**src/rtl/fetch_pkg.sv**
```systemverilog
// Shared types and defaults for the fetch controller and its watchdog.
package fetch_pkg;

  typedef enum logic [2:0] {
    StIdle,
    StClear,
    StFetch,
    StWaitBr,
    StHalted,
    StFault
  } fetch_state_t;

  localparam int unsigned TIMEOUT_DEF = 15;
  localparam int unsigned CNT_W_DEF   = 16;
  localparam logic [7:0]  PC_LAST     = 8'hFF;

endpackage

```
**src/rtl/fetch_wdog.sv**
```systemverilog
// Stall watchdog: counts enabled cycles and flags expiry once the count reaches TIMEOUT.
module fetch_wdog
  import fetch_pkg::*;
#(
  parameter int unsigned TIMEOUT = TIMEOUT_DEF
) (
  input  logic clk,
  input  logic reset,
  input  logic clr,
  input  logic en,
  output logic expired
);

  localparam logic [3:0] Limit = 4'(TIMEOUT);

  logic [3:0] cnt_q, cnt_d;

  // Saturates at Limit so a lingering enable can never wrap back to a non-expired value.
  always_comb begin
    cnt_d = cnt_q;
    if (clr) begin
      cnt_d = '0;
    end else if (en && (cnt_q != Limit)) begin
      cnt_d = cnt_q + 4'd1;
    end
  end

  always_ff @(posedge clk or negedge reset) begin
    if (!reset) begin
      cnt_q <= '0;
    end else begin
      cnt_q <= cnt_d;
    end
  end

  assign expired = (cnt_q == Limit);

endmodule

```
**src/rtl/fetch_ctrl.sv**
```systemverilog
// Fetch sequencer: drives the PC and instruction memory handshake, tracks retired
// instructions and active cycles, and aborts on stalls or PC wrap-around.
module fetch_ctrl
  import fetch_pkg::*;
#(
  parameter int unsigned TIMEOUT = TIMEOUT_DEF,
  parameter int unsigned CNT_W   = CNT_W_DEF
) (
  input  logic             clk,
  input  logic             reset,
  input  logic             start,
  input  logic             imem_ack,
  input  logic             is_halt,
  input  logic             is_branch,
  input  logic             br_resolved,
  input  logic [7:0]       pc,
  output logic             imem_req,
  output logic             pc_hold,
  output logic             pc_clear,
  output logic             ir_load,
  output logic             done,
  output logic             fault,
  output logic [CNT_W-1:0] instr_count,
  output logic [CNT_W-1:0] cycle_count
);

  fetch_state_t state_q, state_d;
  logic [CNT_W-1:0] instr_q, instr_d;
  logic [CNT_W-1:0] cycle_q, cycle_d;

  logic wd_en, wd_clr, wd_expired;
  logic cnt_clr, instr_inc, cycle_inc;

  fetch_wdog #(
    .TIMEOUT (TIMEOUT)
  ) u_wdog (
    .clk     (clk),
    .reset   (reset),
    .clr     (wd_clr),
    .en      (wd_en),
    .expired (wd_expired)
  );

  always_comb begin
    state_d   = state_q;
    imem_req  = 1'b0;
    pc_hold   = 1'b1;
    pc_clear  = 1'b0;
    ir_load   = 1'b0;
    wd_en     = 1'b0;
    cnt_clr   = 1'b0;
    instr_inc = 1'b0;
    cycle_inc = 1'b0;

    case (state_q)
      StIdle, StHalted, StFault: begin
        // Counters zero on entry so they already read 0 during CLEAR.
        if (start) begin
          state_d = StClear;
          cnt_clr = 1'b1;
        end
      end
      StClear: begin
        pc_clear = 1'b1;
        cnt_clr  = 1'b1;
        state_d  = StFetch;
      end
      StFetch: begin
        imem_req  = 1'b1;
        ir_load   = imem_ack;
        cycle_inc = 1'b1;
        if (wd_expired) begin
          state_d = StFault;
        end else if (imem_ack) begin
          if (is_halt) begin
            instr_inc = 1'b1;
            state_d   = StHalted;
          end else if (pc == PC_LAST) begin
            state_d = StFault;
          end else if (is_branch) begin
            instr_inc = 1'b1;
            state_d   = StWaitBr;
          end else begin
            instr_inc = 1'b1;
            pc_hold   = 1'b0;
          end
        end else begin
          wd_en = 1'b1;
        end
      end
      StWaitBr: begin
        cycle_inc = 1'b1;
        if (wd_expired) begin
          state_d = StFault;
        end else if (br_resolved) begin
          pc_hold = 1'b0;
          state_d = StFetch;
        end else begin
          wd_en = 1'b1;
        end
      end
      default: state_d = StIdle;
    endcase

    // The watchdog only accumulates across consecutive stalled cycles.
    wd_clr = ~wd_en;
  end

  always_comb begin
    instr_d = instr_q;
    cycle_d = cycle_q;
    if (cnt_clr) begin
      instr_d = '0;
      cycle_d = '0;
    end else begin
      if (instr_inc && (instr_q != '1)) instr_d = instr_q + CNT_W'(1);
      if (cycle_inc && (cycle_q != '1)) cycle_d = cycle_q + CNT_W'(1);
    end
  end

  always_ff @(posedge clk or negedge reset) begin
    if (!reset) begin
      state_q <= StIdle;
      instr_q <= '0;
      cycle_q <= '0;
    end else begin
      state_q <= state_d;
      instr_q <= instr_d;
      cycle_q <= cycle_d;
    end
  end

  assign done        = (state_q == StHalted);
  assign fault       = (state_q == StFault);
  assign instr_count = instr_q;
  assign cycle_count = cycle_q;

endmodule

```
**config.mk**
```make
export PLATFORM = sky130hd
export DESIGN_NAME = fetch_ctrl
export DESIGN_NICKNAME = d
export VERILOG_FILES = /design/src/rtl/fetch_pkg.sv /design/src/rtl/fetch_wdog.sv /design/src/rtl/fetch_ctrl.sv
export SDC_FILE = /design/constraint.sdc
export NUM_CORES = 1
export LEC_CHECK = 0
export ABC_AREA = 1
export CORE_ASPECT_RATIO = 1.4
export CORE_MARGIN = 1.5
export CORE_UTILIZATION = 57
export CTS_CLUSTER_DIAMETER = 100
export DETAILED_ROUTE_END_ITERATION = 12
export PLACE_DENSITY_LB_ADDON = 0.08
export SYNTH_ARGS = -nofsm -noshare
export SYNTH_HDL_FRONTEND = slang
export SYNTH_HIERARCHICAL = 1
export SYNTH_SLANG_ARGS = --single-unit
```
**constraint.sdc**
```tcl
create_clock -name clk -period 3.05 [get_ports clk]
set_input_delay 0.61 -clock clk [delete_from_list [all_inputs] [get_ports clk]]
set_output_delay 0.61 -clock clk [all_outputs]
set_load 0.02 [all_outputs]
```
Fig. 1: run 1, where the registers sit
Scale bar: 20 um.
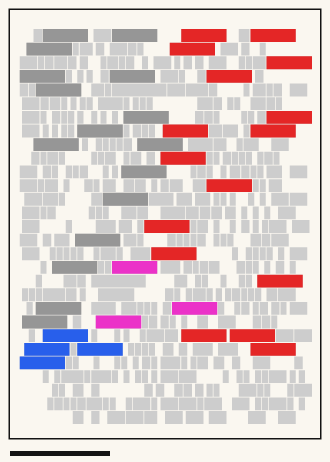
legend:
  magenta:
    netlist_name: state_q
    flops: 3
  blue:
    netlist_name: u_wdog/cnt_q
    flops: 4
    where: south-west
  red:
    netlist_name: instr_count
    flops: 16
not colored: 16

Fig. 2: run 1, logic cells by family
Scale bar: 20 um.
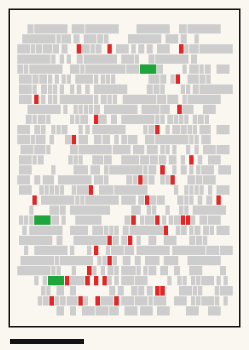
legend:
  green:
    family: fa/ha/maj cells
    cells: 3
    most_used: ha_1
  red:
    family: inv cells
    cells: 37
    most_used: inv_1
Layout Cells excl Fill: 512
Comb area share: 0.460

Fig. 3: run 1, zoomed window
Scale bar: 5 um. Window x 21 to 41, y 50 to 70 um. Cells in gray, sequential cells in the stronger gray; small squares are vias.
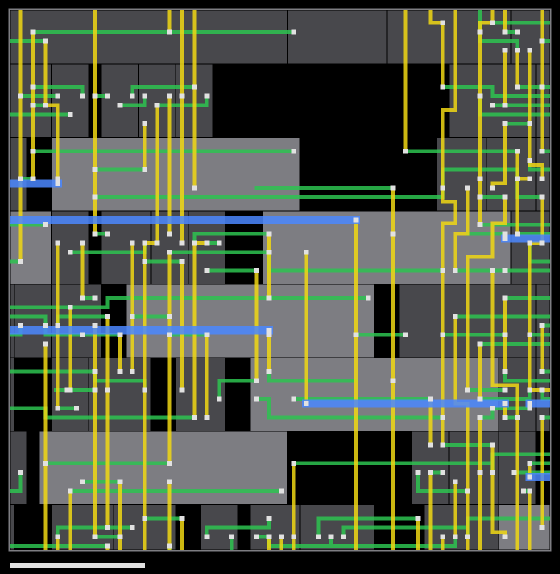
legend:
  yellow:
    layer: metal 2
  blue:
    layer: metal 3
  green:
    layer: metal 1
netlist names of flops here include: cycle_count (3), instr_count (2)
most frequent: nand2_1 (9), nand3_1 (7), dfrtp_1 (5)
sequential cells in the window: 5
cells with their middle in the window: 37

==> deck_impl_summary.md, run 1 <==
Implementation Results

Yosys
  – Synthesis-stage register bit count: 39
  – Post-synth area hogs: dfrtp_1 (35%), nand2_1 (18%), nand3_1 (8.7%), nor2_1 (6.3%), inv_1 (4.5%)
  – Distinct lib cells: 28
  – Dominant cell area share: 0.354
  – Yosys cell count: 399
  – Seq share, synth: 0.354
  – Yosys warns: 6
  – Mapped Cells: between 300 and 400
  – Mapped cell area: 2760 um^2
  – Most instantiated library cell after synthesis: nand2_1
  – Synth area leader: dfrtp_1
  – EDFF count, synth: 0
  – Ys async rst share: 1.00
  – YS chip area: 2760 um^2
  – Ys flop type: dfrtp_1
  – Syn Nets: around 420
  – Most instantiated cells after synthesis: nand2_1 (129), nand3_1 (48), nor2_1 (46), dfrtp_1 (39), inv_1 (33)
  – Avg Cell Area, Syn: 6.91 um^2

Power
  – Seq. pwr: 0.645 mW
  – Clock Power Share: 0.260
  – Pwr top: combinational logic
  – P_int: between 1 and 1.5 mW
  – Sw frac: 0.422
  – Combinational power share: 0.416
  – Seq pwr share: 0.324
  – Comb group: 0.828 mW
  – Peak supply drop: 632 uV
  – NetSw: 0.840 mW
  – LEAKAGE: 1.53 nW
  – PwrDens: 583 nW/um^2
  – Clk power: 0.518 mW

Final timing
  – Worst slew pin tran: 0.881 ns
  – Hold Vio Cnt, Final: 0
  – RSZ-0062 raised after global routing: no
  – Clk_skew: between 0.01 and 0.015 ns
  – Minimum clock period: 2.85 ns
  – TNS Setup: 0 ns
  – Max Freq: 350 MHz
  – Max_slew headroom: 0.413
  – Fin. max-slew vios: 0
  – Final period utilization: 0.936
  – Minimum hold slack: 0.431 ns
  – Final setup viols: 0

Clocking
  – Setup bufs post-CTS: 0
  – Max H-tree Level: 2
  – Clock buffer depth: 2
  – CTS root buf: clkbuf_8
  – CTS tree: yes
  – Late-Pin Clk Latency: 0.30 ns
  – CTS-repair resized insts: 0
  – TritonCTS Sinks: 39
  – CTS buffer count: 5
  – CTS Hold Bufs: 0
  – Clk slew on worst S/H paths: 0.08 ns

Detailed routing
  – DRC: 0
  – Detail-routed net length per standard cell: 12.7 um
  – Drt first pass iters: 4
  – WL final: 6520 um
  – Vias per cell: 5.42
  – Antenna-violating nets left: 0
  – Drt first-iter violations: 154
  – Vias post-DR: between 2000 and 3000

Floorplan
  – # rows: 29
  – Floorplan utilization: 0.599
  – # Taps: 62
  – I/O pin cnt: 53
  – Die Height: around 85 um
  – Die W: roughly 60 um
  – Chip area: 5270 um^2
  – Core ar.: 4610 um^2

Finish
  – Antenna cells: 0
  – Most common cell after layout, fill and taps aside: nand2_1
  – Non-clk buf share: 0.151
  – Share of layout cells above drive strength 1: 0.0733
  – Logic area: between 1500 and 2000 um^2
  – Non-clock buffers: 52
  – # clk buffers: 5
  – Leading cell kind: multi-input combinational cells
  – Flop area: 976 um^2
  – Comb gates: 314
  – Flop count: 39
  – Layout Nets: 467
  – Non-clock inverters: 37
  – Area growth from synthesis to layout: 23.8%
  – Clock-cell share: 0.0399
  – Most frequent cells in the layout: nand2_1 (129), clkdlybuf4s50_1 (51), nand3_1 (48)
  – Flop share of the area: 0.286
  – Fillers: 388

Min path
  – Hold crit path type: in2async

Worst setup path
  – Critical path class: in2out
  – Launch point of the worst reg-to-reg path: cycle_count[1]
  – R2r worst-path depth: 8
  – Critical path required time: 2.44 ns
  – Crit end category: primary output
  – Arr. time, crit path: 2.24 ns
  – Crit Reg-Reg Endpoint: cycle_count[11]
  – Critical Path Start Type: input port
  – Crit Path Max Fanout: 3
  – R2R Setup Slk: around 1.2 ns

Run status
  – Outcome: complete, no violations

GRT
  – Total Routing Usage GR: 0.266
  – Largest net degree at the start of global routing: 45
  – Grt total ovfl: 0
  – Met3 usage: 0.0457
  – Met1 Use GR: 0.289
  – Met2 GRT Util: 0.486
  – Initial antenna violation count: 0
  – Gr busiest metal: met2
  – First-pass GRT wire length: 10900 um

Job
  – OpenROAD warnings: 26
  – Max-Cap Viols: 0

Place
  – Routability cong.: ~0.87
  – Port Buffer Count: 52
  – DPL Wire Length: 4780 um
## run 1: cells by family (layout without fill, tap and decap cells)
group / Yosys count / count (layout) / synth area share
simple gates: 275 / 275 / 0.467
buf+inv: 46 / 97 / 0.0766
flops: 39 / 39 / 0.354
compound gates: 24 / 24 / 0.0512
xor+xnor: 12 / 12 / 0.0381
fa+ha+maj: 3 / 3 / 0.0136
## run 1: registers in the layout (all words and copies together), names as in the netlist
register / count
state_q: 3
u_wdog/cnt_q: 4
instr_count: 16
cycle_count: 16
## run 1: metrics by stage
stage / area [um^2] / cells / worst slack, ns / power (mW) / utilization
after floorplan: 2760 / 399 / 1.03 / 1.30 / -
after global placement: 3280 / 504 / 0.216 / 1.47 / 0.712
after detailed placement: 3280 / 504 / 0.195 / 1.48 / 0.712
after CTS: 3420 / 512 / 0.195 / 2.00 / 0.741
after global routing: 3420 / 512 / 0.0521 / 2.11 / 0.741
final: 3420 / 512 / 0.196 / 1.99 / 0.741
## run 1: worst max-delay path by stage
stage	start	to	slack [ns]	depth (start not counted)
2_1_floorplan	pc[1]	pc_hold	1.03	6
3_3_place_gp	pc[5]	pc_hold	0.22	8
3_5_place_dp	pc[5]	pc_hold	0.20	8
4_1_cts	pc[5]	pc_hold	0.20	8
5_1_grt	pc[4]	pc_hold	0.05	8
6_report	pc[5]	pc_hold	0.20	8
## run 1: critical path, stage by stage
cell             delay (ns)
clkdlybuf4s50_1        0.47
nand2_1                0.06
nor2_1                 0.11
nand2_1                0.09
nand2_1                0.09
nor3_1                 0.05
o21ai_0                0.14
clkdlybuf4s50_1        0.62
## run 1: layer usage
| metal | vias to the layer above | routed length [um] |
|---|---|---|
| met5 | - | 0 |
| met4 | 0 | 95 |
| met3 | 8 | 282 |
| met2 | 74 | 3520 |
| met1 | 1302 | 2620 |
| li1 | 1389 | - |
Fig. 4: run 1, wiring by layer
Scale bar: 20 um.
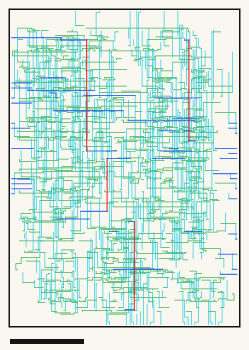

==> run 2, diff against run 1 <==
--- a/config.mk
+++ b/config.mk
@@ -7,11 +7,10 @@
 export LEC_CHECK = 0
 export ABC_AREA = 1
 export CORE_ASPECT_RATIO = 1.4
-export CORE_MARGIN = 1.5
 export CORE_UTILIZATION = 57
 export CTS_CLUSTER_DIAMETER = 100
 export DETAILED_ROUTE_END_ITERATION = 12
-export PLACE_DENSITY_LB_ADDON = 0.08
+export PLACE_DENSITY = 0.85
 export SYNTH_ARGS = -nofsm -noshare
 export SYNTH_HDL_FRONTEND = slang
 export SYNTH_HIERARCHICAL = 1
Fig. 5: run 2, wiring by layer
Scale bar: 20 um.
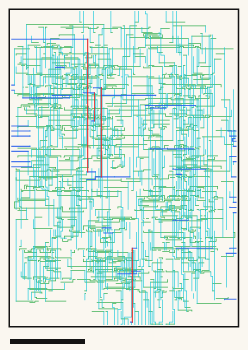
legend:
  cyan:
    layer: metal 2
    wire_length: 3620 um
  green:
    layer: metal 1
    wire_length: 2550 um
  red:
    layer: metal 4
    wire_length: 86.4 um
  blue:
    layer: metal 3
    wire_length: 197 um

Fig. 6: run 2, track usage over the die
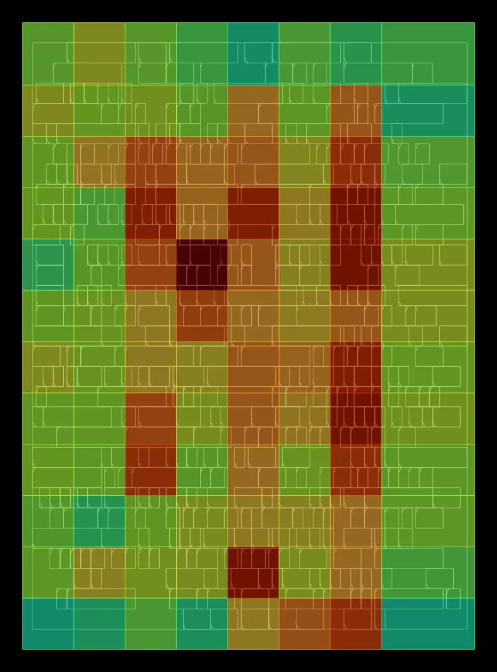
gr busiest metal: met2
detail-routed net length per standard cell: 12.6 um
met3 usage: 0.0401
Total Routing Usage GR: 0.272
met2 GRT Util: 0.506

Fig. 7: run 2, zoomed window
Scale bar: 5 um. Window x 20 to 40, y 49 to 69 um. Cells in gray, sequential cells in the stronger gray; small squares are vias.
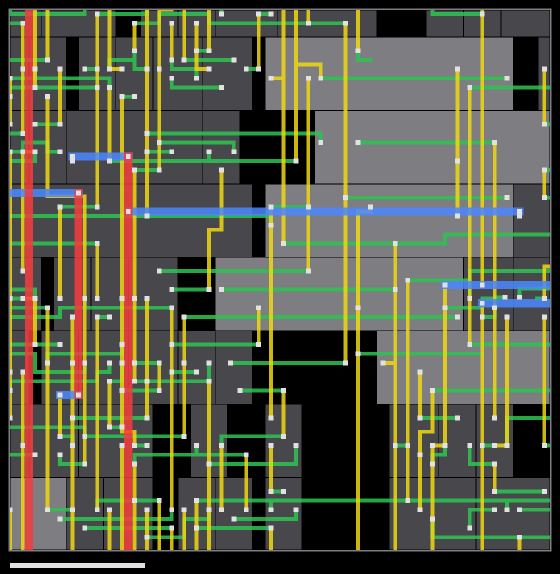
legend:
  red:
    layer: metal 4
  yellow:
    layer: metal 2
  blue:
    layer: metal 3
  green:
    layer: metal 1
cells with their middle in the window: 41
sequential cells in the window: 5
netlist names of flops here include: cycle_count (3), instr_count (2)
most frequent: nand2_1 (16), nand3_1 (6)

==> deck_impl_summary.md, run 2 <==
Implementation Results

Finish
  – Layout Nets: around 470
  – Most common cell after layout, fill and taps aside: nand2_1
  – Share of layout cells above drive strength 1: 0.0733
  – Area growth from synthesis to layout: 22.9%
  – Most frequent cells in the layout: nand2_1 (129), clkdlybuf4s50_1 (51), nand3_1 (48)
  – Final Util: 0.736
  – Antenna cells: 0

Final timing
  – Final setup viols: 0
  – Minimum clock period: 2.85 ns
  – Max Freq: 351 MHz
  – Minimum hold slack: 0.416 ns
  – Fin. max-slew vios: 0
  – Max_slew headroom: 0.431
  – RSZ-0062 raised after global routing: no
  – TNS Setup: 0 ns
  – Clk_skew: slightly above 0.009 ns
  – PnR worst setup slack: approximately 0.20 ns
  – Worst slew pin tran: about 0.85 ns
  – Final period utilization: 0.934

GRT
  – Grt total ovfl: 0
  – First-pass GRT wire length: 10800 um
  – Initial antenna violation count: 0
  – Largest net degree at the start of global routing: 45

Floorplan
  – # rows: 29
  – Core ar.: 4610 um^2
  – Floorplan utilization: 0.599
  – I/O pin cnt: 53
  – Die Height: 84.3 um

Clocking
  – Late-Pin Clk Latency: roughly 0.29 ns
  – CTS Hold Bufs: 0
  – CTS buffer count: 5
  – Setup bufs post-CTS: 0
  – CTS-repair resized insts: 0
  – Clock buffer depth: 2
  – Clk slew on worst S/H paths: 0.08 ns
  – CTS tree: yes
  – CTS root buf: clkbuf_8
  – TritonCTS Sinks: 39
  – Max H-tree Level: 2

Yosys
  – Ys async rst share: 1.00
  – YS chip area: 2760 um^2
  – Seq share, synth: 0.354
  – Distinct lib cells: 28
  – Adder Share, Synth: 0.0136
  – Xor/xnor share: 0.0381
  – Syn Nets: between 400 and 500
  – Aoi share: 0.0512
  – Most instantiated cells after synthesis: nand2_1 (129), nand3_1 (48), nor2_1 (46), dfrtp_1 (39), inv_1 (33)
  – Ys flop type: dfrtp_1
  – EDFF count, synth: 0
  – Post-synth area hogs: dfrtp_1 (35%), nand2_1 (18%), nand3_1 (8.7%), nor2_1 (6.3%), inv_1 (4.5%)
  – Synthesis-stage register bit count: 39
  – Synth area leader: dfrtp_1
  – Dominant cell area share: 0.354
  – Main logic family after synthesis: simple AND/OR/NAND/NOR gates
  – Avg Cell Area, Syn: 6.91 um^2
  – Yosys cell count: around 400
  – Mapped Cells: about 400
  – Mux cell area share: 0
  – Most instantiated library cell after synthesis: nand2_1

Power
  – Seq pwr share: 0.338
  – NetSw: 0.834 mW
  – P_int: 1.07 mW
  – Sw frac: 0.438
  – Combinational power share: 0.433
  – Clock Power Share: 0.229
  – PwrDens: 561 nW/um^2
  – LEAKAGE: 1.53 nW

Place
  – Port Buffer Count: ~52
  – Routability cong.: 0.879

Run status
  – Outcome: complete, no violations

Detailed routing
  – Antenna-violating nets left: 0
  – Drt first-iter violations: approximately 150
  – Wire length on met2: 3620 um
  – Vias per cell: 5.38
  – Vias post-DR: 2753
  – WL final: 6460 um
  – DRT met1 WL: 2550 um
  – DRC: 0
  – Met3 WL: 197 um
  – Highest metal used: met4
  – Drt first pass iters: 5

Worst setup path
  – R2R Setup Slk: around 1.1 ns
  – Crit-path slowest cell: clkdlybuf4s50_1
  – Critical path required time: 2.44 ns
  – Critical Path Start Type: input port
  – Most used cell, CP: nand2_1
  – CP max stage delay: 0.62 ns
  – Arr. time, crit path: 2.24 ns
  – Critical path class: in2out
  – Crit path max-delay family: buffers and inverters
  – Crit end category: primary output
  – CP Cell Sequence: clkdlybuf4s50_1 > nand2_1 > nor2_1 > nand2_1 > nand2_1 > nor3_1 > o21ai_0 > clkdlybuf4s50_1
  – Buf/Inv on CP: 2

Job
  – OpenROAD warnings: 26
  – Max-Cap Viols: 0

Min path
  – Hold crit path type: in2async
[run 2: cell counts after synthesis]
Identical to the previous run, type by type.
[run 2: kinds of logic (layout without fill, tap and decap cells)]
logic type / after synthesis / in the layout
AOI/OAI and AO/OA: 24 / 24
xor gates and xnor gates: 12 / 12
adders and majority gates: 3 / 3
buffers and inverters: 46 / 97
DFF: 39 / 39
and+or+nand+nor: 275 / 275
[run 2: cell type report]
type,instances,area [um^2]
clock inverters,3,43.8
fillers,390,1220
multi-input cells,314,1570
repair buffers,52,515
clock buffers,5,68.8
inverters,37,139
flip-flops and latches,39,976
well taps,62,77.6
[run 2: power groups by stage]
stage	Sequential (mW)	Clock, mW	Combinational, mW
final	0.644	0.435	0.824
after global routing	0.652	0.461	0.913
after CTS	0.642	0.448	0.832
after detailed placement	0.651	0	0.827
after global placement	0.652	0	0.817
after floorplan	0.660	0	0.636
[run 2: worst paths after layout]
path | startpoint | end | depth (start not counted)
worst max-delay path | pc[5] | pc_hold | 8
worst min-delay path | reset | instr_count[12] | 1
worst max register to register | instr_count[0] | instr_count[9] | 9
worst min register to register | u_wdog/cnt_q[1] | u_wdog/cnt_q[1] | 2
max in group asynchronous | reset | cycle_count[3] | 1
min in group clk | u_wdog/cnt_q[1] | u_wdog/cnt_q[1] | 2
[run 2: routing by layer]
metal | vias up | track usage
met5 | - | 0
met2 | 63 | 0.506
li1 | 1389 | -
met3 | 9 | 0.0401
met4 | 0 | 0.116
met1 | 1292 | 0.289
[run 2: metrics by stage]
step | total power [mW] | std cells | instance area, um^2
global placement | 1.47 | 504 | 3280
floorplan | 1.30 | 399 | 2760
global route | 2.03 | 512 | 3390
CTS | 1.92 | 512 | 3390
finish | 1.90 | 512 | 3390
detailed placement | 1.48 | 504 | 3280
Fig. 8: run 2, where the registers sit
Scale bar: 20 um.
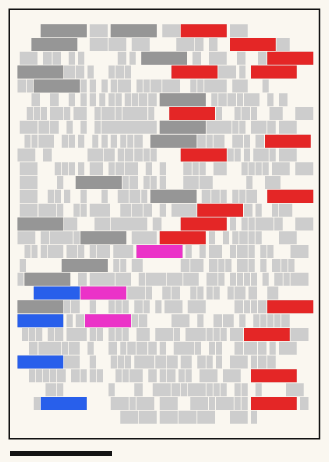

==> run 3, diff against run 2 <==
--- a/config.mk
+++ b/config.mk
@@ -6,7 +6,8 @@
 export NUM_CORES = 1
 export LEC_CHECK = 0
 export ABC_AREA = 1
-export CORE_ASPECT_RATIO = 1.4
+export CORE_ASPECT_RATIO = 1.2
+export CORE_MARGIN = 2
 export CORE_UTILIZATION = 57
 export CTS_CLUSTER_DIAMETER = 100
 export DETAILED_ROUTE_END_ITERATION = 12
Fig. 9: run 3, where the registers sit
Scale bar: 20 um.
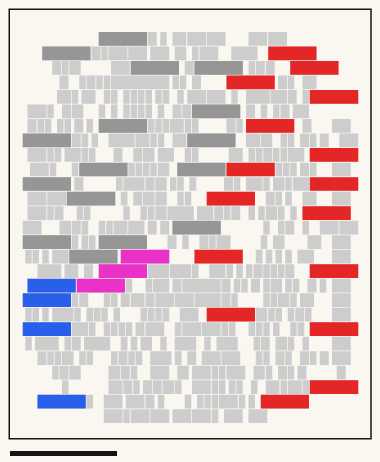
legend:
  magenta:
    netlist_name: state_q
    flops: 3
  blue:
    netlist_name: u_wdog/cnt_q
    flops: 4
  red:
    netlist_name: instr_count
    flops: 16
not colored: 16

Fig. 10: run 3, logic cells by family
Scale bar: 20 um.
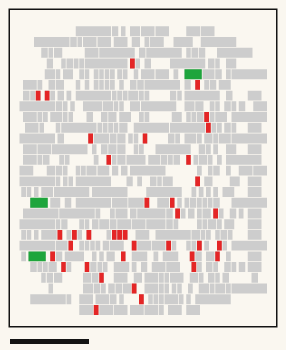
legend:
  red:
    family: inv cells
    cells: 37
    most_used: inv_1
  green:
    family: fa/ha/maj cells
    cells: 3
    most_used: ha_1
most common cell after layout, fill and taps aside: nand2_1
Layout Cells excl Fill: 508
Comb area share: 0.464

Fig. 11: run 3, track usage over the die
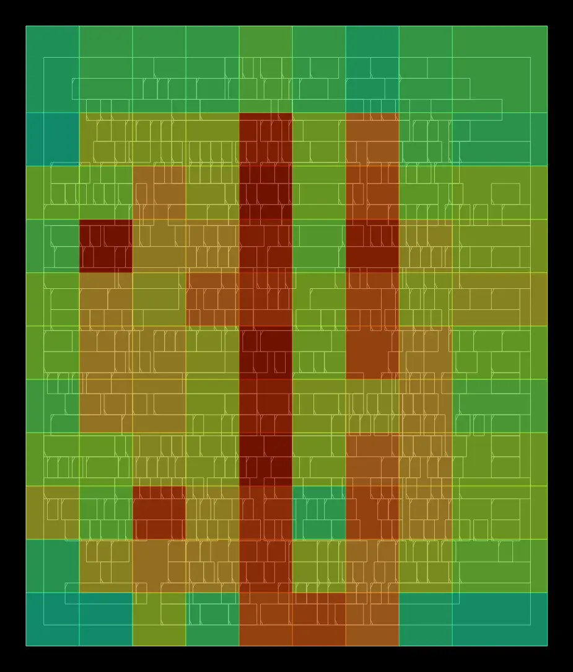
met3 usage: 0.0490
met2 GRT Util: 0.479
Total Routing Usage GR: 0.262

==> deck_impl_summary.md, run 3 <==
Implementation Results

Yosys
  – EDFF count, synth: 0
  – Mapped cell area: 2760 um^2
  – Distinct lib cells: 28
  – Synth area leader: dfrtp_1
  – Most instantiated library cell after synthesis: nand2_1
  – Seq share, synth: 0.354
  – Avg Cell Area, Syn: 6.91 um^2
  – Synthesis-stage register bit count: 39
  – YS chip area: 2760 um^2
  – Yosys warns: 6
  – Ys flop type: dfrtp_1
  – Dominant cell area share: 0.354
  – Most instantiated cells after synthesis: nand2_1 (129), nand3_1 (48), nor2_1 (46), dfrtp_1 (39), inv_1 (33)
  – Post-synth area hogs: dfrtp_1 (35%), nand2_1 (18%), nand3_1 (8.7%), nor2_1 (6.3%), inv_1 (4.5%)
  – Yosys cell count: between 300 and 400
  – Ys async rst share: 1.00
  – Mapped Cells: ~400

Final timing
  – Minimum clock period: about 2.9 ns
  – Max Freq: 347 MHz
  – Final setup viols: 0
  – TNS Setup: 0 ns
  – Fin. max-slew vios: 0
  – Worst slew pin tran: 0.902 ns
  – Hold Vio Cnt, Final: 0
  – RSZ-0062 raised after global routing: no
  – Final period utilization: 0.945
  – Clk_skew: 0.00505 ns
  – Max_slew headroom: 0.398

Job
  – Max-Cap Viols: 0
  – OpenROAD warnings: 26

Detailed routing
  – Vias post-DR: roughly 2700
  – DRC: 0
  – Drt first-iter violations: 248
  – WL final: between 6000 and 7000 um
  – Detail-routed net length per standard cell: 12.6 um
  – Vias per cell: ~5.3
  – Antenna-violating nets left: 0
  – Drt first pass iters: 4

Worst setup path
  – Launch point of the worst reg-to-reg path: instr_count[0]
  – Critical Path Start Type: input port
  – Critical path required time: 2.44 ns
  – Crit end category: primary output
  – Critical Path Sink: pc_hold
  – Crit Reg-Reg Endpoint: instr_count[0]
  – Critical path class: in2out
  – Critical path origin: pc[4]
  – Crit Path Max Fanout: 3
  – Crit-path slowest cell: clkdlybuf4s50_1
  – Arr. time, crit path: roughly 2.3 ns
  – CP Cell Sequence: clkdlybuf4s50_1 > nand2_1 > nor2_1 > nand2_1 > nand2_1 > nor3_1 > o21ai_0 > clkdlybuf4s50_1
  – R2r worst-path depth: 9
  – R2R Setup Slk: 1.15 ns
  – CP max stage delay: 0.62 ns
  – Most used cell, CP: nand2_1

Clocking
  – CTS Hold Bufs: 0
  – Max H-tree Level: 2
  – Clk slew on worst S/H paths: 0.08 ns
  – CTS-repair resized insts: 0
  – CTS tree: yes
  – Setup bufs post-CTS: 0
  – TritonCTS Sinks: 39
  – CTS buffer count: 5
  – Late-Pin Clk Latency: 0.30 ns
  – Clock buffer depth: 2

Finish
  – Layout Nets: 467
  – Fillers: 372
  – Area growth from synthesis to layout: 22.8%
  – Flop area: 976 um^2
  – Antenna cells: 0
  – Logic area: 1570 um^2
  – Most frequent cells in the layout: nand2_1 (129), clkdlybuf4s50_1 (51), nand3_1 (48)
  – Share of layout cells above drive strength 1: 0.0733

Place
  – Routability cong.: 0.820
  – DPL Wire Length: 4530 um
  – Placed Cells: 500
  – Port Buffer Count: 52

GRT
  – Largest net degree at the start of global routing: 45
  – First-pass GRT wire length: about 11000 um
  – Grt total ovfl: 0

Power
  – PwrDens: 566 nW/um^2
  – LEAKAGE: between 1.5 and 2 nW
  – Peak supply drop: approximately 400 uV

Floorplan
  – Die Height: approximately 80 um
  – I/O pin cnt: 53
  – Core ar.: 4630 um^2
  – Die W: around 68 um
  – Chip area: 5410 um^2

Min path
  – Hold crit path type: in2async

Run status
  – Outcome: complete, no violations
==> run 3: cell counts after synthesis <==
Identical to the previous run, type by type.
==> run 3: cell type report <==
cell class,instances,area share
clock inverter,3,0.0129
timing repair buffer,52,0.152
multi-input combinational,314,0.464
inverter,37,0.0410
sequential,39,0.288
tap,58,0.0214
clock buffer,5,0.0203
==> run 3: through the flow <==
step | setup WS (ns) | area, um^2 | power, mW | util
floorplan | 1.03 | 2760 | 1.30 | -
global placement | 0.223 | 3270 | 1.46 | 0.707
detailed placement | 0.168 | 3270 | 1.48 | 0.707
CTS | 0.169 | 3390 | 1.93 | 0.732
global route | 0.00966 | 3390 | 2.05 | 0.732
finish | 0.169 | 3390 | 1.92 | 0.732
==> run 3: kinds of logic (layout without fill, tap and decap cells) <==
family / after synthesis / in the layout / synth area share
flops: 39 / 39 / 0.354
xor+xnor: 12 / 12 / 0.0381
compound gates: 24 / 24 / 0.0512
buf+inv: 46 / 97 / 0.0766
simple gates: 275 / 275 / 0.467
fa+ha+maj: 3 / 3 / 0.0136
==> run 3: layer usage <==
layer	GRT usage	vias to the layer above	routed length, um
li1	-	1391	-
met1	0.296	1242	2650
met2	0.479	67	3430
met3	0.0490	8	240
met4	0.0898	0	91
met5	0	-	0
==> run 3: report_power, final <==
group / leakage, nW / internal (mW) / switching (mW)
Combinational: 0.930 / 0.259 / 0.572
Clock: 0.0581 / 0.244 / 0.198
Sequential: 0.537 / 0.566 / 0.0785
Total: 1.53 / 1.07 / 0.848
==> run 3: critical path, delay by kind of cell <==
kind / cells / cell delay (ns)
simple gates: 5 / 0.42
compound gates: 1 / 0.14
buf+inv: 2 / 1.10
Power and IR drop assume default switching activity.
